`src/rtl/pipe_ctrl.sv`:
```
// pipe_ctrl: hazard, branch-flush and debug halt/step controller for a
// 5-stage in-order pipeline.
//
// Ports:
//   CLK, RESET_N              clock, asynchronous active-low reset
//   rs1_ID, rs2_ID            source registers of the instruction in ID
//   wrin_EX, MemRead_EX       destination / load flag of the instruction in EX
//   PCSrc                     taken branch resolved in MEM
//   halt_req, step_req,
//   resume_req                debug requests, level-sampled
//   PCWrite, IFIDWrite        PC and IF/ID load enables
//   ID_bubble                 zero the ID control signals into ID/EX
//   IF_flush, ID_flush,
//   EX_flush                  synchronous clears of IF/ID, ID/EX, EX/MEM
//   halted                    pipeline empty and frozen
//   step_done                 registered one-cycle pulse on single-step finish
//   stall_cnt                 saturating count of load-use stall cycles
module pipe_ctrl #(
    parameter int CNT_W     = 16,
    parameter int DRAIN_CYC = 3
) (
    input  logic             CLK,
    input  logic             RESET_N,
    input  logic [4:0]       rs1_ID,
    input  logic [4:0]       rs2_ID,
    input  logic [4:0]       wrin_EX,
    input  logic             MemRead_EX,
    input  logic             PCSrc,
    input  logic             halt_req,
    input  logic             step_req,
    input  logic             resume_req,
    output logic             PCWrite,
    output logic             IFIDWrite,
    output logic             ID_bubble,
    output logic             IF_flush,
    output logic             ID_flush,
    output logic             EX_flush,
    output logic             halted,
    output logic             step_done,
    output logic [CNT_W-1:0] stall_cnt
);

    localparam int DW = (DRAIN_CYC > 1) ? $clog2(DRAIN_CYC) : 1;
    localparam logic [DW-1:0] DLAST = DW'(DRAIN_CYC - 1);

    typedef enum logic [1:0] {RUN, DRAIN, HALT, STEP} state_t;

    state_t           state_q, state_d;
    logic [DW-1:0]    dcnt_q, dcnt_d;
    logic             step_flag_q, step_flag_d;
    logic             step_done_q, step_done_d;
    logic [CNT_W-1:0] stall_cnt_q, stall_cnt_d;
    logic             haz;
    logic             stall_inc;

    // x0 never creates a dependency, so a load to x0 cannot stall.
    assign haz = MemRead_EX && (wrin_EX != 5'd0) &&
                 ((wrin_EX == rs1_ID) || (wrin_EX == rs2_ID));

    always_comb begin
        state_d     = state_q;
        dcnt_d      = dcnt_q;
        step_flag_d = step_flag_q;
        step_done_d = 1'b0;
        stall_inc   = 1'b0;
        PCWrite     = 1'b1;
        IFIDWrite   = 1'b1;
        ID_bubble   = 1'b0;
        IF_flush    = 1'b0;
        ID_flush    = 1'b0;
        EX_flush    = 1'b0;
        halted      = 1'b0;

        case (state_q)
            RUN: begin
                // A taken branch wins over both the hazard and a halt request;
                // halt is simply looked at again next cycle.
                if (PCSrc) begin
                    IF_flush = 1'b1;
                    ID_flush = 1'b1;
                    EX_flush = 1'b1;
                end else if (haz) begin
                    PCWrite   = 1'b0;
                    IFIDWrite = 1'b0;
                    ID_bubble = 1'b1;
                    stall_inc = 1'b1;
                end else if (halt_req) begin
                    state_d = DRAIN;
                    dcnt_d  = '0;
                end
            end
            DRAIN: begin
                PCWrite   = 1'b0;
                IFIDWrite = 1'b0;
                ID_bubble = 1'b1;
                if (PCSrc) begin
                    // Load the branch target, kill the wrong path and restart
                    // the drain so the flushed stages are counted again.
                    PCWrite  = 1'b1;
                    IF_flush = 1'b1;
                    ID_flush = 1'b1;
                    EX_flush = 1'b1;
                    dcnt_d   = '0;
                end else if (dcnt_q == DLAST) begin
                    state_d     = HALT;
                    dcnt_d      = '0;
                    step_done_d = step_flag_q;
                    step_flag_d = 1'b0;
                end else begin
                    dcnt_d = dcnt_q + DW'(1);
                end
            end
            HALT: begin
                PCWrite   = 1'b0;
                IFIDWrite = 1'b0;
                ID_bubble = 1'b1;
                halted    = 1'b1;
                if (resume_req)    state_d = RUN;
                else if (step_req) state_d = STEP;
            end
            STEP: begin
                // The held instruction advances one stage, then the pipe is
                // drained behind it.
                if (PCSrc) begin
                    IF_flush    = 1'b1;
                    ID_flush    = 1'b1;
                    EX_flush    = 1'b1;
                    state_d     = DRAIN;
                    dcnt_d      = '0;
                    step_flag_d = 1'b1;
                end else if (haz) begin
                    PCWrite   = 1'b0;
                    IFIDWrite = 1'b0;
                    ID_bubble = 1'b1;
                    stall_inc = 1'b1;
                end else begin
                    state_d     = DRAIN;
                    dcnt_d      = '0;
                    step_flag_d = 1'b1;
                end
            end
            default: state_d = RUN;
        endcase

        stall_cnt_d = stall_cnt_q;
        if (stall_inc && !(&stall_cnt_q)) stall_cnt_d = stall_cnt_q + CNT_W'(1);
    end

    always_ff @(posedge CLK or negedge RESET_N) begin
        if (!RESET_N) begin
            state_q     <= RUN;
            dcnt_q      <= '0;
            step_flag_q <= 1'b0;
            step_done_q <= 1'b0;
            stall_cnt_q <= '0;
        end else begin
            state_q     <= state_d;
            dcnt_q      <= dcnt_d;
            step_flag_q <= step_flag_d;
            step_done_q <= step_done_d;
            stall_cnt_q <= stall_cnt_d;
        end
    end

    assign step_done = step_done_q;
    assign stall_cnt = stall_cnt_q;

endmodule

```
`config.mk`:
```
export PLATFORM = sky130hd
export DESIGN_NAME = pipe_ctrl
export DESIGN_NICKNAME = d
export VERILOG_FILES = /design/src/rtl/pipe_ctrl.sv
export SDC_FILE = /design/constraint.sdc
export NUM_CORES = 1
export LEC_CHECK = 0
export ABC_CLOCK_PERIOD_IN_PS = 2050
export CAP_MARGIN = 20
export CORE_ASPECT_RATIO = 0.9
export CORE_UTILIZATION = 30
export CTS_BUF_LIST = sky130_fd_sc_hd__clkbuf_4 sky130_fd_sc_hd__clkbuf_8
export DETAILED_ROUTE_END_ITERATION = 6
export GPL_ROUTABILITY_DRIVEN = 0
export REMOVE_ABC_BUFFERS = 1
export SLEW_MARGIN = 20
export SYNTH_ARGS = -nofsm -noshare
export SYNTH_HDL_FRONTEND = slang
export SYNTH_SLANG_ARGS = --single-unit
```
`constraint.sdc`:
```
create_clock -name CLK -period 2.05 [get_ports CLK]
set_input_delay 0.41 -clock CLK [delete_from_list [all_inputs] [get_ports CLK]]
set_output_delay 0.41 -clock CLK [all_outputs]
set_load 0.05 [all_outputs]
```
**Run 1: metal 1**

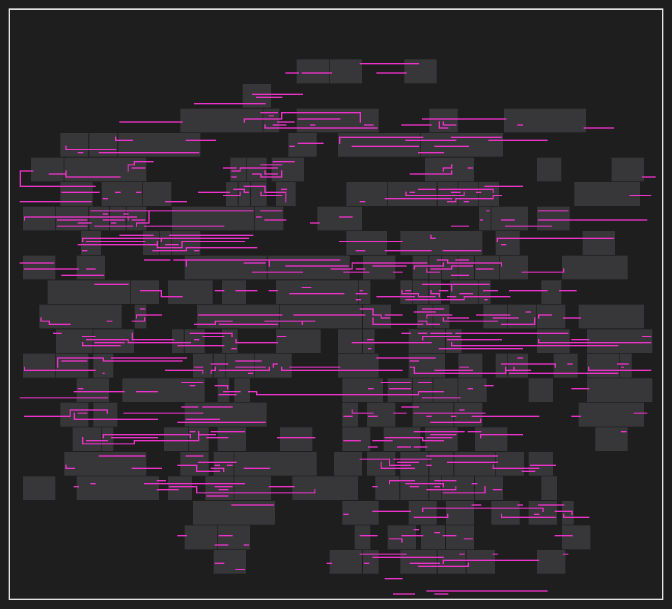
nets with wire on the layer: 192
longest straight run: 18.4 um
share of all routed wire: 46%

**Run 1: the metal 2 layer**

The bar under the picture is 20 um long.
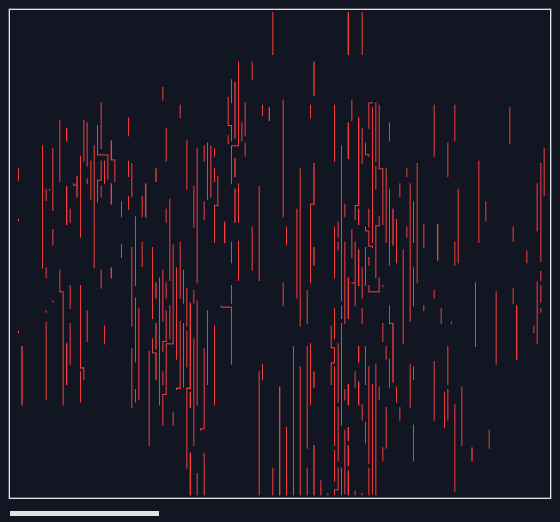
nets with wire on the layer: 200
wire length on this layer: 1580 um

==> flow_summary.yaml, run 1 <==
# yosys + openroad results
outcome:
  status: "complete, but fails checks"
  violations: "setup timing"
synthesis:
  async_reset_ff_frac: 1.000
  ys_sh_simple: 0.2127
  ys_sh_aoi: 0.08247
  avgSynthCellArea_um2: 10.35
  area_leaders: "dfrtp_1 (41%), xnor2_1 (9.2%), xor2_1 (7.2%), ha_1 (4.7%), nand4_1 (2.8%)"
pwr:
  power.net_switching_mw: 0.8142
  leakagePower_nw: 0.9147
  p_int_mw: 1.172
  pwr.group.clock_mw: 0.259
  power_leader: "combinational logic"
timing:
  period_needed_ps: 2165
  relSlewSlack: 0.6655
  fin_hold_ws_ps: 506.1
  tightest_slew_ps: 500.1
  finalWorstSetupSlack_ps: -115.4
  tns_ps: -206.1
  drv_slew: 0
  setup_viol: 3
grt:
  grt_max_degree: 23
  grt_overflow: 0
  use_met3: 0.02914
  met2_usage: 0.2465
  top_usage_layer: "met2"
  track_usage: 0.1455
route:
  ant_nets: 0
  dr.first_iter.drc_count: 65
  num_vias: 1192
clock_tree:
  postCtsHoldBufs: 0
  clk-insertion-delay-late_ps: 260
  cts_tree: "yes"
  cts_setup_buffers: 2
  cts_made_buffers: 3
place:
  portBuffers: 45
  place_ws_ps: -564.5
  place_hpwl_um: 2528
finish:
  drive_above_1_share: 0.2827
  fin_cells: 251
  antenna_cells: 0
worst_setup_path:
  path_buffers: 2
  max_stage_delay_ps: 530
  r2r-start: "stall_cnt[0]$_DFFE_PN0P_"
  required_ps: 1640
  critical_path.top_delay_family: "simple AND/OR/NAND/NOR gates"
  rrSetupSlack_ps: 150
  crit_top_cell: "or2_4"
flow_run:
  tool_warnings: 30
floorplan:
  ios: 46
**Run 1: the metal 3 layer**

The bar under the picture is 20 um long.
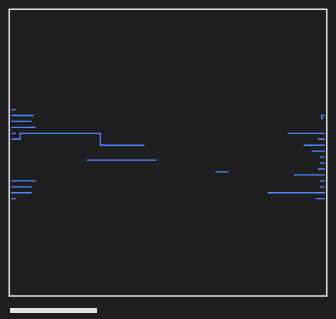
longest straight run: 18.4 um
wire length on this layer: 128 um

==> run 1: synthesized netlist by cell type (2+ instances only) <==
library cell,instances
dfrtp_1,22
xnor2_1,14
xor2_1,11
inv_1,7
nand2_1,7
nor2_1,7
a21oi_1,6
nand3_1,6
nand4_1,6
ha_1,5
and3_1,3
buf_4,2
mux2_4,2
nand2b_1,2
nor3_1,2
nor3_2,2
nor4_1,2
o21ai_0,2
or2_2,2
==> run 1: final cells by class <==
type,instances,area [um^2]
Clock buffer,3,41.29
Fill cell,399,2110
Inverter,7,26.28
Multi-Input combinational cell,96,753.2
Sequential cell,22,550.5
Tap cell,60,75.07
Timing Repair Buffer,63,628.1
==> run 1: state kept, by name, summed over array words and instances (netlist names) <==
name,count
dcnt_q,2
stall_cnt,16
state_q,2
step_done,1
step_flag_q,1
--- run 2 (diff from run 1) ---
Settings changed: CORE_MARGIN from default to 3.
**Run 2: metal 1**

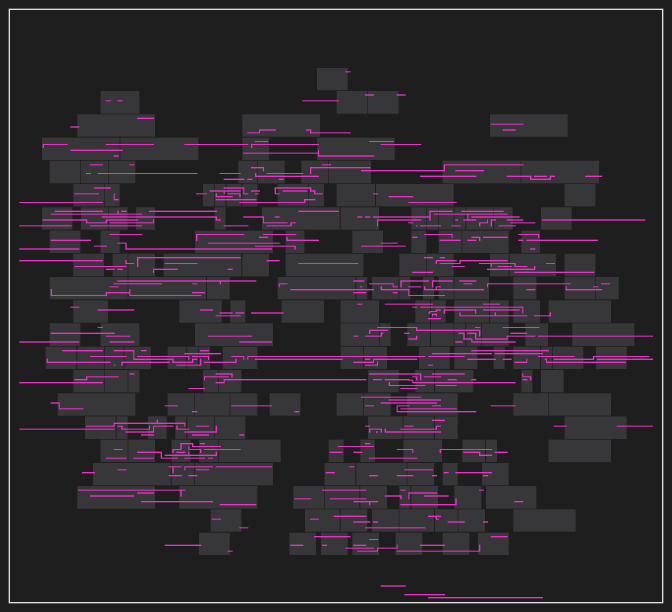
main direction: horizontal
wire length on this layer: 1390 um

**Run 2: clock wiring as the flow saved it**

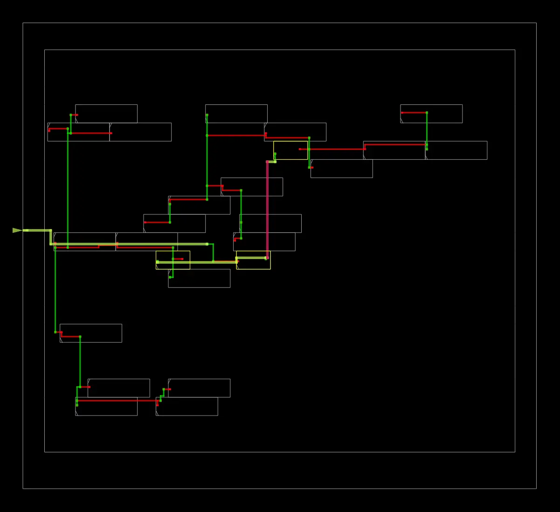
Setup Skew: 2.424 ps
Clock Sinks: 22
seq_cells: 22
TritonCTS buffer count: 3

==> run 2 against run 1 <==
  * The run still ends with setup timing left
  * Hold slack worse by 11 ps
  * Die size up 12%
  * Non-clock buffer count unchanged
  * Critical endpoint unchanged
  * Highest routed layer is now met4
==> flow_summary.yaml, run 2 <==
# yosys + openroad results
outcome:
  status: "complete, but fails checks"
  violations: "setup timing"
clock_tree:
  cts_tree: "yes"
  clk-insertion-delay-late_ps: 260
  cts_setup_buffers: 1
synthesis:
  common_cells: "dfrtp_1 (22), xnor2_1 (14), xor2_1 (11)"
  area_leaders: "dfrtp_1 (41%), xnor2_1 (9.2%), xor2_1 (7.2%), ha_1 (4.7%), nand4_1 (2.8%)"
  async_reset_ff_frac: 1.000
  ys_sh_simple: 0.2127
  top_cell: "dfrtp_1"
  ys_sh_aoi: 0.08247
grt:
  top_usage_layer: "met2"
  met2_usage: 0.2420
  track_usage: 0.1307
  grt_max_degree: 23
  grt_overflow: 0
floorplan:
  ios: 46
timing:
  finalWorstSetupSlack_ps: -147.0
  fin_hold_ws_ps: 494.8
  period_needed_ps: 2197
  tightest_slew_ps: 504.6
  relSlewSlack: 0.6626
  drv_slew: 0
  setup_viol: 3
  tns_ps: -363.4
worst_setup_path:
  rrSetupSlack_ps: 160
  crit_top_cell: "or2_4"
  critical_path.top_delay_family: "simple AND/OR/NAND/NOR gates"
  path_buffers: 2
  max_stage_delay_ps: 540
route:
  ant_nets: 0
  num_vias: 1216
pwr:
  p_int_mw: 1.184
  power_leader: "combinational logic"
  leakagePower_nw: 0.9190
  pwr.group.clock_mw: 0.257
finish:
  clkbuf_count: 3
  sh_comb_area: 0.3674
  nMultiInputCombCells: 96
  buffers: 63
  antenna_cells: 0
  fillCellCount: 399
  largest_cell_class: "logic gates"
  clock_area_frac: 0.01962
  drive_above_1_share: 0.2827
  regArea_um2: 550.5
place:
  place_hpwl_um: 2646
flow_run:
  tool_warnings: 30
==> run 2: cell counts after synthesis <==
Identical to the previous run, type by type.
==> run 2: stage by stage <==
| step | setup slack (ps) | util | power, mW | instance area, um^2 | instances |
|---|---|---|---|---|---|
| 4_1_cts | -149.6 | 0.4913 | 2.024 | 2056 | 249 |
| 5_1_grt | -171.2 | 0.5030 | 2.134 | 2105 | 251 |
| 3_5_place_dp | -559.1 | 0.4779 | 1.734 | 1999 | 245 |
| 2_1_floorplan | -1141 | - | 1.185 | 1304 | 125 |
| 6_report | -147.0 | 0.5030 | 2.007 | 2105 | 251 |
| 3_3_place_gp | -517.2 | 0.4779 | 1.717 | 1999 | 245 |
No activity file was given, so power comes from the tool's default toggle rates.
